==> src/rtl/stopwatch_pkg.sv <==
// Shared types and constants for the BCD MM:SS stopwatch.
package stopwatch_pkg;

    // Controller states; encoding is fixed so downstream debug taps can decode it.
    typedef enum logic [1:0] {
        IDLE  = 2'd0,
        RUN   = 2'd1,
        PAUSE = 2'd2
    } state_t;

    localparam int             BCD_W        = 4;
    localparam logic [BCD_W-1:0] BCD_MAX      = 4'd9;
    localparam logic [BCD_W-1:0] SEC_TENS_MAX = 4'd5;

    // Increment one BCD digit that rolls over after max.
    // Returns {carry, next_digit}. Any value at or above max rolls to zero,
    // so a corrupted digit recovers to a legal BCD value on its next increment.
    function automatic logic [BCD_W:0] bcd_inc(input logic [BCD_W-1:0] digit,
                                               input logic [BCD_W-1:0] max);
        logic [BCD_W:0] result;
        if (digit >= max) begin
            result = {1'b1, {BCD_W{1'b0}}};
        end else begin
            result = {1'b0, digit + 4'd1};
        end
        return result;
    endfunction

endpackage

==> src/rtl/sync_edge_det.sv <==
// Two-flop synchroniser for a slow asynchronous level, followed by a
// history flop that turns each synchronised rising edge into a one-cycle pulse.
module sync_edge_det (
    input  logic clk,
    input  logic rst,
    input  logic din,
    output logic pulse
);

    logic s1;
    logic s2;
    logic s3;

    // s1/s2 resolve metastability; s3 remembers the previous synchronised level.
    always_ff @(posedge clk or negedge rst) begin
        if (!rst) begin
            s1 <= 1'b0;
            s2 <= 1'b0;
            s3 <= 1'b0;
        end else begin
            s1 <= din;
            s2 <= s1;
            s3 <= s2;
        end
    end

    assign pulse = s2 & ~s3;

endmodule

==> src/rtl/bcd_stopwatch.sv <==
// BCD MM:SS stopwatch with start/pause toggle and level-sensitive clear.
// The divided clock from the divider is sampled as data; only clk clocks flops.
//
//   state | meaning
//   ------+-----------------------------------------------------------
//   IDLE  | stopped at 00:00, ticks ignored, waiting for start
//   RUN   | counting; every PRESCALE ticks advances one second
//   PAUSE | digits and prescaler frozen, ticks ignored
module bcd_stopwatch
    import stopwatch_pkg::*;
#(
    parameter int PRESCALE  = 2,
    parameter int MIN_LIMIT = 59
) (
    input  logic             clk,
    input  logic             rst,
    input  logic             tick_in,
    input  logic             start_stop,
    input  logic             clear,
    output logic [BCD_W-1:0] sec_ones,
    output logic [BCD_W-1:0] sec_tens,
    output logic [BCD_W-1:0] min_ones,
    output logic [BCD_W-1:0] min_tens,
    output logic             running,
    output logic             wrap
);

    localparam int             PRESC_W  = 8;
    localparam logic [PRESC_W-1:0] PRESC_TC = PRESC_W'(PRESCALE - 1);
    localparam logic [BCD_W-1:0]   ML_TENS  = BCD_W'(MIN_LIMIT / 10);
    localparam logic [BCD_W-1:0]   ML_ONES  = BCD_W'(MIN_LIMIT % 10);

    state_t               state;
    state_t               next_state;
    logic                 tick_ev;
    logic                 start_stop_d;
    logic                 ss_ev;
    logic                 count_en;
    logic [PRESC_W-1:0]   presc;
    logic                 at_limit;
    logic [BCD_W:0]       so_inc;
    logic [BCD_W:0]       st_inc;
    logic [BCD_W:0]       mo_inc;
    logic                 carry_st;
    logic                 carry_mo;
    logic                 carry_mt;
    logic [BCD_W-1:0]     nxt_so;
    logic [BCD_W-1:0]     nxt_st;
    logic [BCD_W-1:0]     nxt_mo;
    logic [BCD_W-1:0]     nxt_mt;

    sync_edge_det u_tick_sync (
        .clk   (clk),
        .rst   (rst),
        .din   (tick_in),
        .pulse (tick_ev)
    );

    // start_stop is already in the clk domain, so a single history flop suffices.
    always_ff @(posedge clk or negedge rst) begin
        if (!rst) begin
            start_stop_d <= 1'b0;
        end else begin
            start_stop_d <= start_stop;
        end
    end

    assign ss_ev = start_stop & ~start_stop_d;

    // A toggle on the same edge as a tick wins, so that tick is discarded;
    // clear overrides both inside the datapath register.
    assign count_en = tick_ev & (state == RUN) & ~ss_ev;

    // State register; running is registered alongside so it tracks state exactly.
    always_ff @(posedge clk or negedge rst) begin
        if (!rst) begin
            state   <= IDLE;
            running <= 1'b0;
        end else begin
            state   <= next_state;
            running <= (next_state == RUN);
        end
    end

    // Next-state decode: clear beats the start/stop toggle.
    always_comb begin
        next_state = state;
        if (clear) begin
            next_state = IDLE;
        end else if (ss_ev) begin
            unique case (state)
                IDLE:    next_state = RUN;
                RUN:     next_state = PAUSE;
                PAUSE:   next_state = RUN;
                default: next_state = IDLE;
            endcase
        end
    end

    // One-second advance of the MM:SS value with BCD carries and wrap at MIN_LIMIT:59.
    always_comb begin
        so_inc   = bcd_inc(sec_ones, BCD_MAX);
        st_inc   = bcd_inc(sec_tens, SEC_TENS_MAX);
        mo_inc   = bcd_inc(min_ones, BCD_MAX);
        carry_st = so_inc[BCD_W];
        carry_mo = carry_st & st_inc[BCD_W];
        carry_mt = carry_mo & mo_inc[BCD_W];
        at_limit = (min_tens == ML_TENS) && (min_ones == ML_ONES) &&
                   (sec_tens == SEC_TENS_MAX) && (sec_ones == BCD_MAX);

        nxt_so = so_inc[BCD_W-1:0];
        nxt_st = carry_st ? st_inc[BCD_W-1:0] : sec_tens;
        nxt_mo = carry_mo ? mo_inc[BCD_W-1:0] : min_ones;
        nxt_mt = min_tens;
        if (carry_mt) begin
            nxt_mt = (min_tens >= BCD_MAX) ? '0 : min_tens + 4'd1;
        end

        if (at_limit) begin
            nxt_so = '0;
            nxt_st = '0;
            nxt_mo = '0;
            nxt_mt = '0;
        end
    end

    // Prescaler, digits and wrap pulse; wrap defaults low every cycle.
    always_ff @(posedge clk or negedge rst) begin
        if (!rst) begin
            presc    <= '0;
            sec_ones <= '0;
            sec_tens <= '0;
            min_ones <= '0;
            min_tens <= '0;
            wrap     <= 1'b0;
        end else begin
            wrap <= 1'b0;
            if (clear) begin
                presc    <= '0;
                sec_ones <= '0;
                sec_tens <= '0;
                min_ones <= '0;
                min_tens <= '0;
            end else if (count_en) begin
                if (presc == PRESC_TC) begin
                    presc    <= '0;
                    sec_ones <= nxt_so;
                    sec_tens <= nxt_st;
                    min_ones <= nxt_mo;
                    min_tens <= nxt_mt;
                    wrap     <= at_limit;
                end else begin
                    presc <= presc + 1'b1;
                end
            end
        end
    end

endmodule

==> config.mk <==
export PLATFORM = sky130hd
export DESIGN_NAME = bcd_stopwatch
export DESIGN_NICKNAME = d
export VERILOG_FILES = /design/src/rtl/stopwatch_pkg.sv /design/src/rtl/sync_edge_det.sv /design/src/rtl/bcd_stopwatch.sv
export SDC_FILE = /design/constraint.sdc
export NUM_CORES = 1
export LEC_CHECK = 0
export ABC_AREA = 0
export CAP_MARGIN = 25
export CORE_UTILIZATION = 55
export CTS_CLUSTER_SIZE = 20
export DETAILED_ROUTE_END_ITERATION = 8
export PLACE_DENSITY_LB_ADDON = 0.12
export SLEW_MARGIN = 30
export SYNTH_ARGS = -nofsm -noshare
export SYNTH_HDL_FRONTEND = slang
export SYNTH_SLANG_ARGS = --single-unit
export TNS_END_PERCENT = 100
==> constraint.sdc <==
create_clock -name clk -period 2.09 [get_ports clk]
set_input_delay 0.209 -clock clk [delete_from_list [all_inputs] [get_ports clk]]
set_output_delay 0.209 -clock clk [all_outputs]
set_load 0.02 [all_outputs]
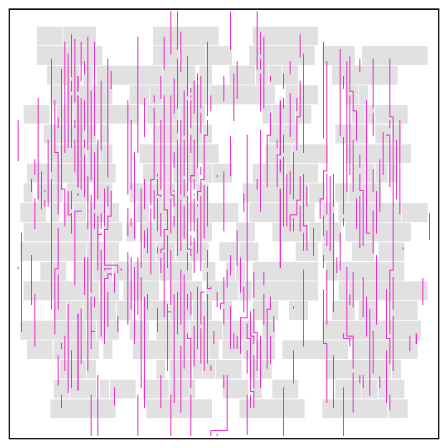
Run 1: the metal 2 layer
Cells faint in the background.
The layer holds 52% of the routed length. 199 nets have wire on it.

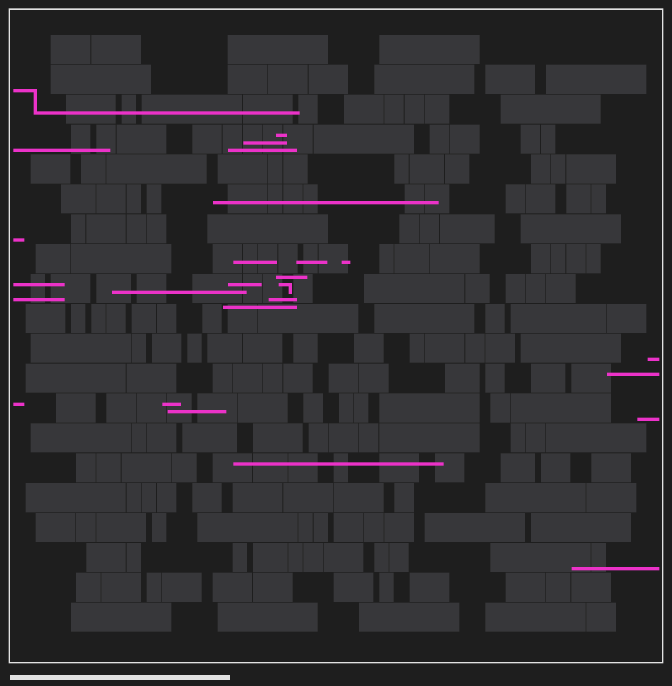
Run 1: M3 wires
The bar under the picture is 20 um long. Cells faint in the background.
The wires run mostly horizontal. The layer holds 3.9% of the routed length.

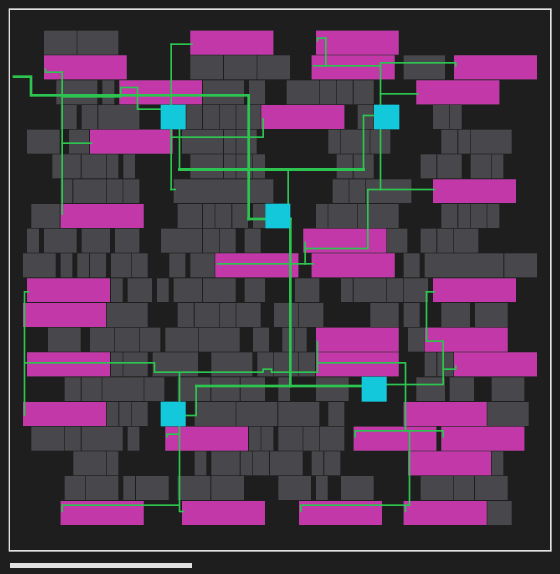
Run 1: clock distribution
The bar under the picture is 20 um long.
Key: clock wires = green [length 423 um]; flip-flops = magenta [count 32]; cells driving clock nets = cyan [count 5]
There are 6 routed clock nets. Position of the flops: all over the die.

==> commit_impl_results.txt, run 1 <==
Log flow metrics for this revision

- The run finished with clean final reports.
- Pre-Place Util: 0.588
- Data required time of the critical path: 2.34 ns
- Clock tree from TritonCTS: yes
- The power report attributes to the clock group a share of 0.365.
- Seq. cell area: 801 sq um
- Number of antenna violations at the first check in global routing: 0
* Ports placed on the boundary: 23
- At floorplan, the net count of the design was reported as 206.
- The final timing report lists a max-slew violation count of 0.
- The via count of the first global-routing pass came to ~1.5k.
- Final worst path period need: between 1.5 and 2 ns
- CTS built an H-tree with a depth of 2.
- Worst clock skew on the final layout: approximately 0.008 ns
* Site Rows: 20
* Number of flops mapped to enable cells by yosys: 0
- Detailed-route iteration 0 reported a violation count of 80.
- Cell type group with the largest total delay on the critical path: AND-OR/OR-AND gates
- Final setup violation count: 0
* Root Buffer: sky130_fd_sc_hd__clkbuf_4
- STA puts the critical path data arrival time at 2.20 ns.
* Largest register FFs: 8
- The tightest min-delay check is of the primary input to asynchronous set/reset pin type.
- The net count of the finished layout is 241.
- Top reg by flops: presc
- The power report lists cell-internal power as 0.00108 W.
- Post-route cell area: 2240 sq um
- Total cells reported by yosys after synthesis: between 150 and 200
* Minimum setup slack after placement: 0.0751 ns
- The Yosys step of the flow raised 0 warnings.
- Endpoint of the worst setup timing path: min_ones[2]
- The pin closest to its max-slew limit shows a slew of 0.445 ns.
- After synthesis, the netlist uses 45 different library cells.
* Residual DRC: 0
- Recorded from the global router log, the overflow total was 0.
- Post-route period utilization is reported as 0.932.
- Port bufs: 22
- Synthesis produced a netlist whose cell count is 187.
* Top cell excl fill/tap: sky130_fd_sc_hd__dfrtp_1
- Worst slew slack as a fraction of its limit: 0.699
- Average via count per standard cell: 5.70
- Share of synthesized registers carrying an async set or reset: 1.00
- Setup total negative slack on the finished layout was measured at 0 ns.
- On the worst path, the slowest cell contributes a delay of 0.42 ns.
- Die Span X: approximately 59 um
- Number of maximum-capacitance violations: 0
* Met2 WL post-DR: 2040 um
- After synthesis the cells add up to 1810 sq um.
* N_diodes: 0
* Average size of a mapped cell: between 9 and 10 sq um
- Area delta synth->final: 23.7%
- Crit Path Class: flop to flop
- Of all nets on the critical path, the largest fanout is 5.
- Total chip power: 0.00147 W
- Counting the fill cells in the layout gives between 200 and 250.
* Setup repair after global routing missed its margin: true
* Capturing element type of the critical path: flop
- The share of total power dissipated in combinational logic is 0.168.
* Floorplan Core Area: 3080 sq um
* Worst path bufs/invs: 1
- Clock input transition at the sequential cells of the worst setup and hold paths: 0.11 ns
- Layout cell share with drive strength beyond 1: 0.117
- Worst setup path startpoint: sec_tens[1]
- The worst setup path is launched from a flop.
- Number of OpenROAD warnings: 36
- Slowest stage cell on the critical path: sky130_fd_sc_hd__dfrtp_1
- After detailed routing, the average wire length per cell comes to ~15 um.
* Setup slack of the most critical reg-to-reg path: around 0.14 ns
- The top cell types in the final layout, fill and taps aside, are sky130_fd_sc_hd__dfrtp_1, sky130_fd_sc_hd__clkdlybuf4s50_1, sky130_fd_sc_hd__inv_1.
- Overall Global Routing Usage: 0.246
- Length of routed wiring on met1: about 1700 um
* Worst R2R Start: sec_tens[1]
* CP cell instances: inv_1, ha_1, nor4bb_1, a31oi_2, o21ai_1, nand3_1, o21ai_0
- For this block, the routed nets add up to roughly 4000 um of wire.
* Setup Fix Bufs, Post-CTS: 0
- Per the OpenROAD power report, switching power amounts to 0.000397 W.
* Maximum root-to-sink buffer count: 2
- Number of buffers added to fix hold violations after cts: 0
- Multi-input combinational cell area: between 900 and 1000 sq um
- For the worst-skew pair, the clock arrives at the later sink with an insertion delay of 0.34 ns.
* Endpoint of the lowest-slack register-to-register path: min_ones[2]
* Leakage component of the power: 0.984 nW
- Measured along the y axis, the die boundary spans 59.4 um.
* Floorplan die area: 3520 sq um
## run 1: area by class of cell
class / count / area share
clock buffers: 7 / 0.0291
well taps: 44 / 0.0246
inverters: 18 / 0.0302
clock inverters: 1 / 0.0134
multi-input cells: 133 / 0.413
flip-flops and latches: 32 / 0.358
repair buffers: 32 / 0.132
## run 1: synth_stat cells (2+ instances only)
cell type | number | area [sq um]
sky130_fd_sc_hd__o21ai_0 | 12 | 60.1
sky130_fd_sc_hd__dfrtp_1 | 32 | 801
sky130_fd_sc_hd__or3_1 | 2 | 12.5
sky130_fd_sc_hd__o31ai_1 | 3 | 22.5
sky130_fd_sc_hd__a41oi_1 | 2 | 17.5
sky130_fd_sc_hd__a22oi_1 | 2 | 15.0
sky130_fd_sc_hd__a21o_1 | 3 | 22.5
sky130_fd_sc_hd__nor4_1 | 2 | 12.5
sky130_fd_sc_hd__nor2_1 | 12 | 45.0
sky130_fd_sc_hd__nand2b_1 | 4 | 25.0
sky130_fd_sc_hd__o22ai_1 | 3 | 18.8
sky130_fd_sc_hd__xnor2_1 | 2 | 17.5
sky130_fd_sc_hd__a21oi_1 | 15 | 75.1
sky130_fd_sc_hd__inv_1 | 18 | 67.6
sky130_fd_sc_hd__nor3b_1 | 2 | 15.0
sky130_fd_sc_hd__a41o_1 | 2 | 20.0
sky130_fd_sc_hd__nand2_1 | 9 | 33.8
sky130_fd_sc_hd__and4b_1 | 2 | 20.0
sky130_fd_sc_hd__xor2_1 | 2 | 17.5
sky130_fd_sc_hd__ha_1 | 14 | 175
sky130_fd_sc_hd__nand3_1 | 12 | 60.1
sky130_fd_sc_hd__nor2b_1 | 2 | 12.5
sky130_fd_sc_hd__nor3_1 | 7 | 35.0
sky130_fd_sc_hd__buf_2 | 2 | 10.0
## run 1: worst register-to-register path, delay by kind of cell, from the launching register on
| kind | cells | cell delay, ns |
|---|---|---|
| compound gates | 3 | 0.63 |
| simple gates | 2 | 0.54 |
| buf+inv | 1 | 0.11 |
| flops | 1 | 0.42 |
| fa+ha+maj | 1 | 0.16 |
## run 1: power by group through the flow
stage                     clock network (W)  registers (W)  logic [W]
after floorplan                           0       0.000721   0.000108
after CTS                          0.000548       0.000686   0.000246
after detailed placement                  0       0.000698   0.000246
after global routing               0.000574       0.000692   0.000273
final                              0.000537       0.000687   0.000248
after global placement                    0       0.000698   0.000235
## run 1: kinds of logic after synthesis
| logic type | count (synthesis) | synth area share |
|---|---|---|
| and+or+nand+nor | 63 | 0.205 |
| AOI/OAI and AO/OA | 51 | 0.180 |
| DFF | 32 | 0.443 |
| buffers and inverters | 22 | 0.0512 |
| adders and majority gates | 14 | 0.0968 |
| xor gates and xnor gates | 4 | 0.0194 |
| muxes | 1 | 0.00553 |
## run 1: layer usage
layer,global-route usage,vias up
li1,-,741
met3,0.0677,6
met2,0.437,39
met5,0,-
met4,0.0748,0
met1,0.286,735
## run 1: repair_timing
item	in CTS	in global routing
resized	0	2
endpoints found under the setup margin	0	6
endpoints found under the hold margin	0	0
==> run 2, diff against run 1 <==
--- a/config.mk
+++ b/config.mk
@@ -7,7 +7,10 @@
 export LEC_CHECK = 0
 export ABC_AREA = 0
 export CAP_MARGIN = 25
-export CORE_UTILIZATION = 55
+export CELL_PAD_IN_SITES_DETAIL_PLACEMENT = 0
+export CELL_PAD_IN_SITES_GLOBAL_PLACEMENT = 2
+export CORE_MARGIN = 3
+export CORE_UTILIZATION = 34
 export CTS_CLUSTER_SIZE = 20
 export DETAILED_ROUTE_END_ITERATION = 8
 export PLACE_DENSITY_LB_ADDON = 0.12
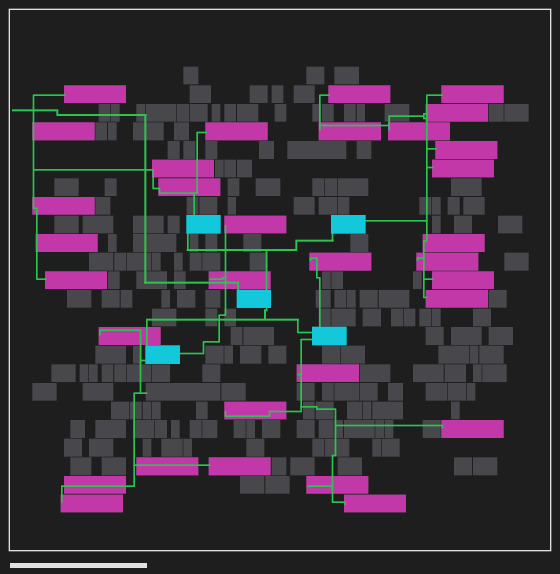
Run 2: clock distribution
The bar under the picture is 20 um long.
Key: cells driving clock nets = cyan [count 5]; clock wires = green [length 454 um]; flip-flops = magenta [count 32]
There are 6 routed clock nets. Position of the flops: all over the die.

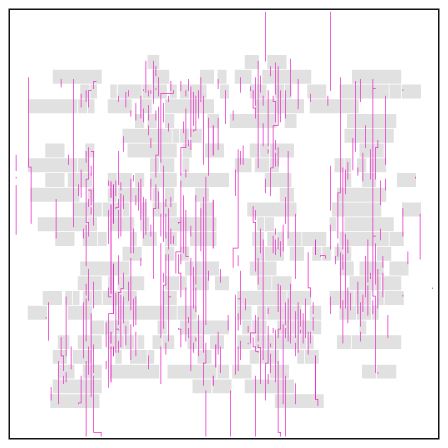
Run 2: the metal 2 layer
Cells faint in the background.
The layer carries 1,910 um of wire. The wires run mostly vertical. The layer holds 45% of the routed length.
GRT met2 Usage: 0.226
wire length after detailed routing: 4220 um
Vias: 1,537

==> run 2 against run 1 <==
Net effect:
- via count grew 1.1%
- clock skew decreased by 0.0023 ns
- critical path type unchanged
- worst hold slack improved by 0.071 ns
- global-route usage is 9.8 points lower
- synthesized cell count unchanged
- routed wire length increased by 8.6%
- register-to-register slack better by 0.03 ns
- largest cell class unchanged
- combinational power up 11%
- clock power is about 10% higher
- sequential power is 2% lower
- largest power group unchanged
- total power rose by 4.8%
==> commit_impl_results.txt, run 2 <==
Log flow metrics for this revision

* Most numerous cell in the Yosys netlist: sky130_fd_sc_hd__dfrtp_1
* Delay of the slowest cell on the worst path: 0.53 ns (+0.11 ns)
- From synthesis to final layout, the design area changed by 30.9%.
- The clock transition at the register clock pins on the worst setup and hold paths after CTS was 0.07 ns (-0.04 ns).
- The flow ran to the end, and the final reports show no timing, DRC or antenna violations.
- Post-route cell area: 2370 sq um (+5.8%)
* Clock latency on the worst-skew pair: 0.28 ns (-0.06 ns)
* Worst Setup Start Kind: flop
- The largest individual stage delay along the critical path comes from the cell sky130_fd_sc_hd__or4b_1.
* Yosys warning total: 0 (unchanged)
- DIE HEIGHT: 78.9 um (+33%)
* Total cells reported by yosys after synthesis: 187 (unchanged)
- The data required time of the critical path is 2.30 ns (-0.04 ns).
* Die Span X: 78.9 um (+33%)
* Final worst path period need: 1.92 ns (-0.0277 ns)
- Number of flops mapped to enable cells by yosys: 0 (unchanged)
- The normalized max-slew margin is 0.700 (+0.000708).
- Root Buffer: sky130_fd_sc_hd__clkbuf_8
- The top cell types in the final layout, fill and taps aside, are sky130_fd_sc_hd__dfrtp_1, sky130_fd_sc_hd__clkdlybuf4s50_1, sky130_fd_sc_hd__buf_4.
- The mean cell area of the mapped netlist came to 9.68 sq um (unchanged).
- The number of input and output port buffers inserted is 22 (unchanged).
* Number of antenna violations at the first check in global routing: 0 (unchanged)
- Final global-route overflow total: 0 (unchanged)
- Capturing element type of the critical path: flop
- STA reports the tightest min-delay check as being of type primary input to asynchronous set/reset pin.
- TritonCTS built the clock tree.
- The worst endpoint data arrival time is 2.13 ns (-0.07 ns).
* Internal power consumption: 0.00112 W (+4.6%)
- Setup repair after global routing left no endpoint under its margin.
- Per STA, the worst path is made up of inv_1, ha_1, nor4b_4, nand4_2, or4b_1, a21oi_1.
- The reported net switching power came to 0.000417 W (+5.3%).
- The number of ports placed on the die boundary came to 23 (unchanged).
* Sum of negative setup slack: 0 ns (unchanged)
- The number of buffers between clock root and the deepest sink is 2 (unchanged).
- N_diodes: 0 (unchanged)
- The starting density of the core is 0.366 (-0.222).
- Site Rows: 25 (+25%)
- Netlist Area Pre-Place: 1810 sq um (unchanged)
- The number of hold buffers added after cts is 0 (unchanged).
* Most frequent cells after synthesis: sky130_fd_sc_hd__dfrtp_1, sky130_fd_sc_hd__inv_1, sky130_fd_sc_hd__a21oi_1, sky130_fd_sc_hd__ha_1
* Number of maximum-capacitance violations: 0 (unchanged)
- Final setup violation count: 0 (unchanged)
- Post-cts repair resize count: 0 (unchanged)
* Top cell excl fill/tap: sky130_fd_sc_hd__dfrtp_1
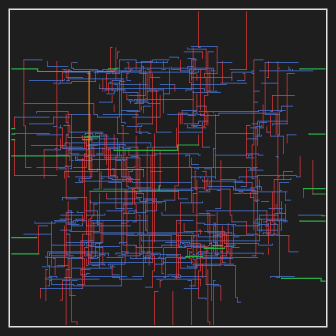
Run 2: signal wires by layer
Key: met3 = green [wire length 170 um]; met1 = blue [wire length 2,120 um]; met4 = orange [wire length 24.5 um]; met2 = red [wire length 1,910 um]

-- run 2: cells by family (layout without fill, tap and decap cells) --
group / count (synthesis) / count (layout) / share of synthesized area
xor+xnor: 4 / 4 / 0.0194
buf+inv: 22 / 69 / 0.0512
flops: 32 / 32 / 0.443
simple gates: 63 / 63 / 0.205
compound gates: 51 / 51 / 0.180
fa+ha+maj: 14 / 14 / 0.0968
mux: 1 / 1 / 0.00553
-- run 2: per-layer routing --
| metal | share of wire | track usage | vias up |
|---|---|---|---|
| li1 | - | - | 764 |
| met1 | 0.50 | 0.208 | 737 |
| met2 | 0.45 | 0.226 | 34 |
| met3 | 0.040 | 0.0420 | 2 |
| met4 | 0.0057 | 0.0326 | 0 |
| met5 | 0 | 0 | - |
-- run 2: power by group through the flow --
| stage | sequential, W | clock, W | combinational, W |
|---|---|---|---|
| after floorplan | 0.000721 | 0 | 0.000108 |
| after global placement | 0.000687 | 0 | 0.000273 |
| after detailed placement | 0.000688 | 0 | 0.000275 |
| after CTS | 0.000676 | 0.000612 | 0.000278 |
| after global routing | 0.000681 | 0.000643 | 0.000305 |
| final | 0.000675 | 0.000591 | 0.000276 |
-- run 2: final timing paths --
path | start | endpoint | slack, ns | cells past startpoint
setup / recovery | presc[1] | sec_ones[2] | 0.17 | 6
setup reg to reg | presc[1] | sec_ones[2] | 0.17 | 6
min in group clk | u_tick_sync.s1 | u_tick_sync.s2 | 0.35 | 0
hold / removal | rst | sec_ones[3] | 0.33 | 2
hold reg to reg | u_tick_sync.s1 | u_tick_sync.s2 | 0.35 | 0
max in group asynchronous | rst | presc[0] | 1.46 | 2
-- run 2: through the flow --
| stage | hold slack (ns) | total power (W) |
|---|---|---|
| CTS | 0.346 | 0.00157 |
| floorplan | -0.0866 | 0.000829 |
| global route | 0.361 | 0.00163 |
| finish | 0.329 | 0.00154 |
| global placement | 0.340 | 0.000960 |
| detailed placement | 0.342 | 0.000963 |
-- run 2: area by class of cell --
| class | count | area, sq um |
|---|---|---|
| clock inverters | 3 | 42.5 |
| multi-input cells | 133 | 927 |
| repair buffers | 43 | 378 |
| clock buffers | 5 | 68.8 |
| fillers | 507 | 2570 |
| inverters | 18 | 67.6 |
| flip-flops and latches | 32 | 801 |
| well taps | 67 | 83.8 |
-- run 2: critical path, delay by kind of cell, from the launching register on --
kind,cells,cell delay (ns)
and+or+nand+nor,3,1.06
DFF,1,0.41
adders and majority gates,1,0.17
AOI/OAI and AO/OA,1,0.15
buffers and inverters,1,0.07
Power and IR drop assume default switching activity.
